Fig. 1: I/O nets highlighted
Bar = 100 um.
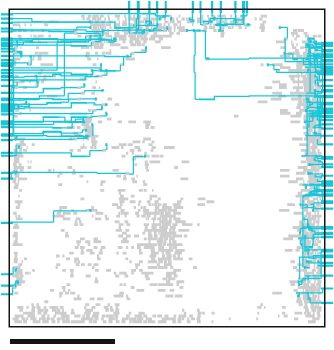
Fig. 2: register map, names as in the netlist
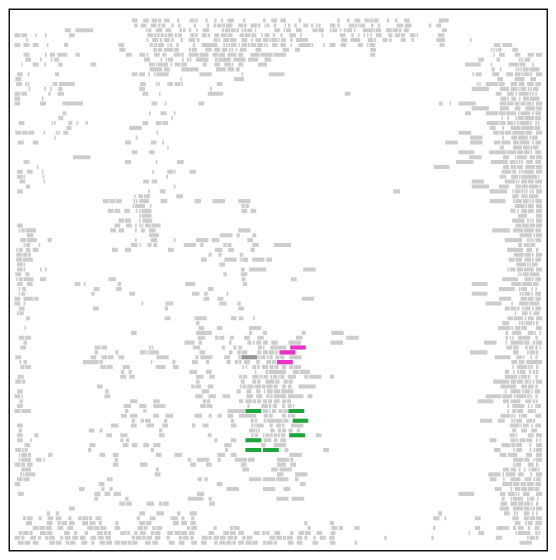
Fig. 3: placement view
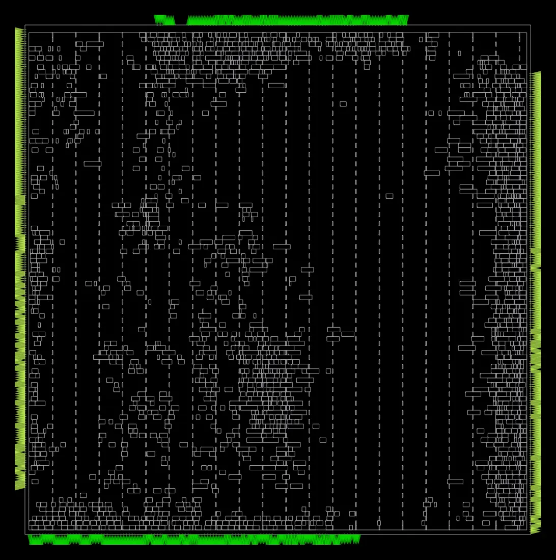
Fig. 4: wiring by layer
Two of the layers only.
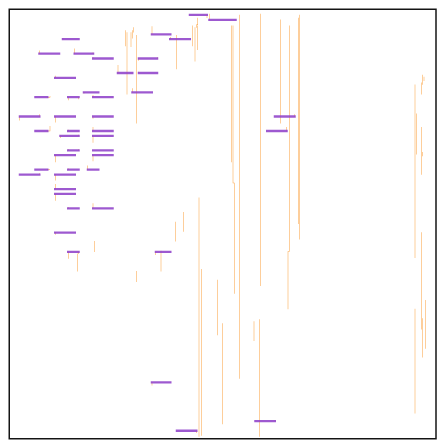
Fig. 5: the metal 2 layer
Bar = 100 um.
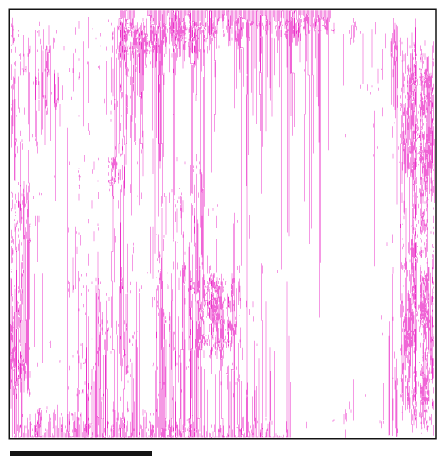
==> config.mk <==
export PLATFORM = sky130hd
export DESIGN_NAME = scratchmem_arb2
export DESIGN_NICKNAME = d
export VERILOG_FILES = /design/src/rtl/scratchmem_arb2.sv
export SDC_FILE = /design/constraint.sdc
export NUM_CORES = 1
export LEC_CHECK = 0
export CAP_MARGIN = 20
export CORE_AREA = 2 2 297 299
export CTS_BUF_LIST = sky130_fd_sc_hd__clkbuf_16
export DETAILED_ROUTE_END_ITERATION = 8
export DIE_AREA = 0 0 299 301
export SYNTH_ARGS = -nofsm -noshare
export SYNTH_HDL_FRONTEND = slang
export SYNTH_SLANG_ARGS = --single-unit
==> constraint.sdc <==
create_clock -name clk_i -period 2.8 [get_ports clk_i]
set_input_delay 0.56 -clock clk_i [delete_from_list [all_inputs] [get_ports clk_i]]
set_output_delay 0.56 -clock clk_i [all_outputs]
set_load 0.01 [all_outputs]
==> flow_summary.ini <==
; flow metrics
[clocking]
cts_sinks = 11
clockRootBuffer = clkbuf_16
clk_latency_ps = 250
cts_tree = yes

[grt]
antenna_found_initial = 77
grt_max_degree = 73

[synthesis]
async_flop_share_pct = 100
synth-seq-cells = 11

[routing]
wl_met2_um = 34500
highest_layer = met5
routed_via_density = 3.43
antenna_left = 0
drt-pass1-iter-count = 5

[status]
status = finished with violations
violations = setup timing

[power]
seqPwrFrac_pct = 0.8
leakage_nw = 7.25

[layout]
drive_above_1_share_pct = 33.2
lay_top_count = clkdlybuf4s50_1
areaGrowthSynthToFinish_pct = 321

[sta]
setup_violations = 244
fin_ws_ps = -386
setup_tns_ps = -54870
slew_violations = 0

[floorplan]
die-area_mm2 = 0.0900
die_h_um = 301
core_util_floorplan_pct = 4.78

[worst_setup_path]
cp-end-kind = output pin
cp-start-kind = flop
crit_top_cell = buf_12
Back to the opening pictures, Fig. 1:
cyan -> `m0_dat_i`  # bits 128, direction input, end cells 128, buffers 128, wire 6300 um
PortBufs: 763
# IOs: 764

Back to the opening pictures, Fig. 2:
magenta -> `state`  # placed flops 3
green -> `wd_cnt`  # placed flops 7, where bottom center
not colored = 1
Seq group: 0.215 mW
final core occ: 20.1%
Seq/total area: 1.58%

Back to the opening pictures, Fig. 3:
Flops: 11
Non-Filler Instances: 2883
num rows: 108
fillcell total: 9536

Back to the opening pictures, Fig. 4:
orange -> met4  # wire length 2610 um
purple -> met5  # wire length 557 um
drt total wl: 79800 um
GRT Resource Usage Total: 16.3%
Routed wire per std cell: 27.7 um
Via Count: 9883

Back to the opening pictures, Fig. 5:
longest straight run = 224 um
nets with wire on the layer = 1926
wire length on this layer = 34.5 mm
share of all routed wire = 43%
GR Util met2: 24.9%

[layer usage]
layer  vias to the layer above  global-route usage, %
li1                       4433                      -
met1                      4507                   17.4
met2                       673                   24.9
met3                       178                   12.1
met4                        92                   5.42
met5                         -                      0
[cell usage after synthesis (2+ instances only)]
library cell,count
a21oi_1,169
a31oi_1,2
a32o_1,2
a41oi_1,2
and2_1,131
and3_1,2
buf_2,9
buf_4,13
clkbuf_1,55
dfrtp_1,11
ha_1,2
inv_1,3
mux2i_1,2
nand2_1,338
nand2b_1,3
nand3_1,4
nand3b_1,2
nor2_1,9
nor3_1,3
nor3b_1,2
nor4_1,3
o21ai_1,2
o31a_1,2
o31ai_1,7
o32a_1,2
or3_1,3
[area by class of cell]
class | count | area, um2 | area share [%]
flip-flops and latches | 11 | 275 | 1.58
inverters | 4 | 27.5 | 0.158
repair buffers | 979 | 10900 | 62.7
clock buffers | 3 | 75.1 | 0.431
diodes | 21 | 52.6 | 0.302
well taps | 1155 | 1450 | 8.30
clock inverters | 1 | 5.00 | 0.0288
multi-input cells | 709 | 4610 | 26.5
[power by group through the flow]
stage	sequential, mW	clock (mW)	combinational [mW]
after floorplan	0.226	0	5.79
after global placement	0.216	0	19.2
after detailed placement	0.218	0	19.1
after CTS	0.216	0.278	22.8
after global routing	0.220	0.285	27.1
final	0.215	0.278	25.6
[worst register-to-register path, delay by kind of cell, from the launching register on]
kind,cells,cell delay [ps]
simple gates,2,490
compound gates,2,700
mux,1,200
buf+inv,5,570
flops,1,380
[cells by family after synthesis]
kind of cell	count (synthesis)	synth area share (%)
AND-OR/OR-AND	198	26.6
XOR/XNOR	1	0.212
adder cells (fa/ha/maj)	2	0.606
buffers and inverters	82	9.39
flip-flops	11	6.66
multiplexers	5	1.39
AND/OR/NAND/NOR	503	55.1
[metrics by stage]
step	worst slack (ps)	area [um2]	power, mW
floorplan	183	4130	6.02
global placement	-872	14400	19.4
detailed placement	-898	14400	19.3
CTS	-526	15800	23.3
global route	-467	17400	27.6
finish	-386	17400	26.1
[what timing repair did]
| action | 4_1_cts | 5_1_grt |
|---|---|---|
| pin swaps | 5 | 12 |
| setup endpoints to repair | 279 | 279 |
| setup buffers | 64 | 54 |
| cloned | 5 | 7 |
| gates resized | 456 | 345 |
| hold endpoints to repair | 0 | 0 |
No activity file was given, so power comes from the tool's default toggle rates.
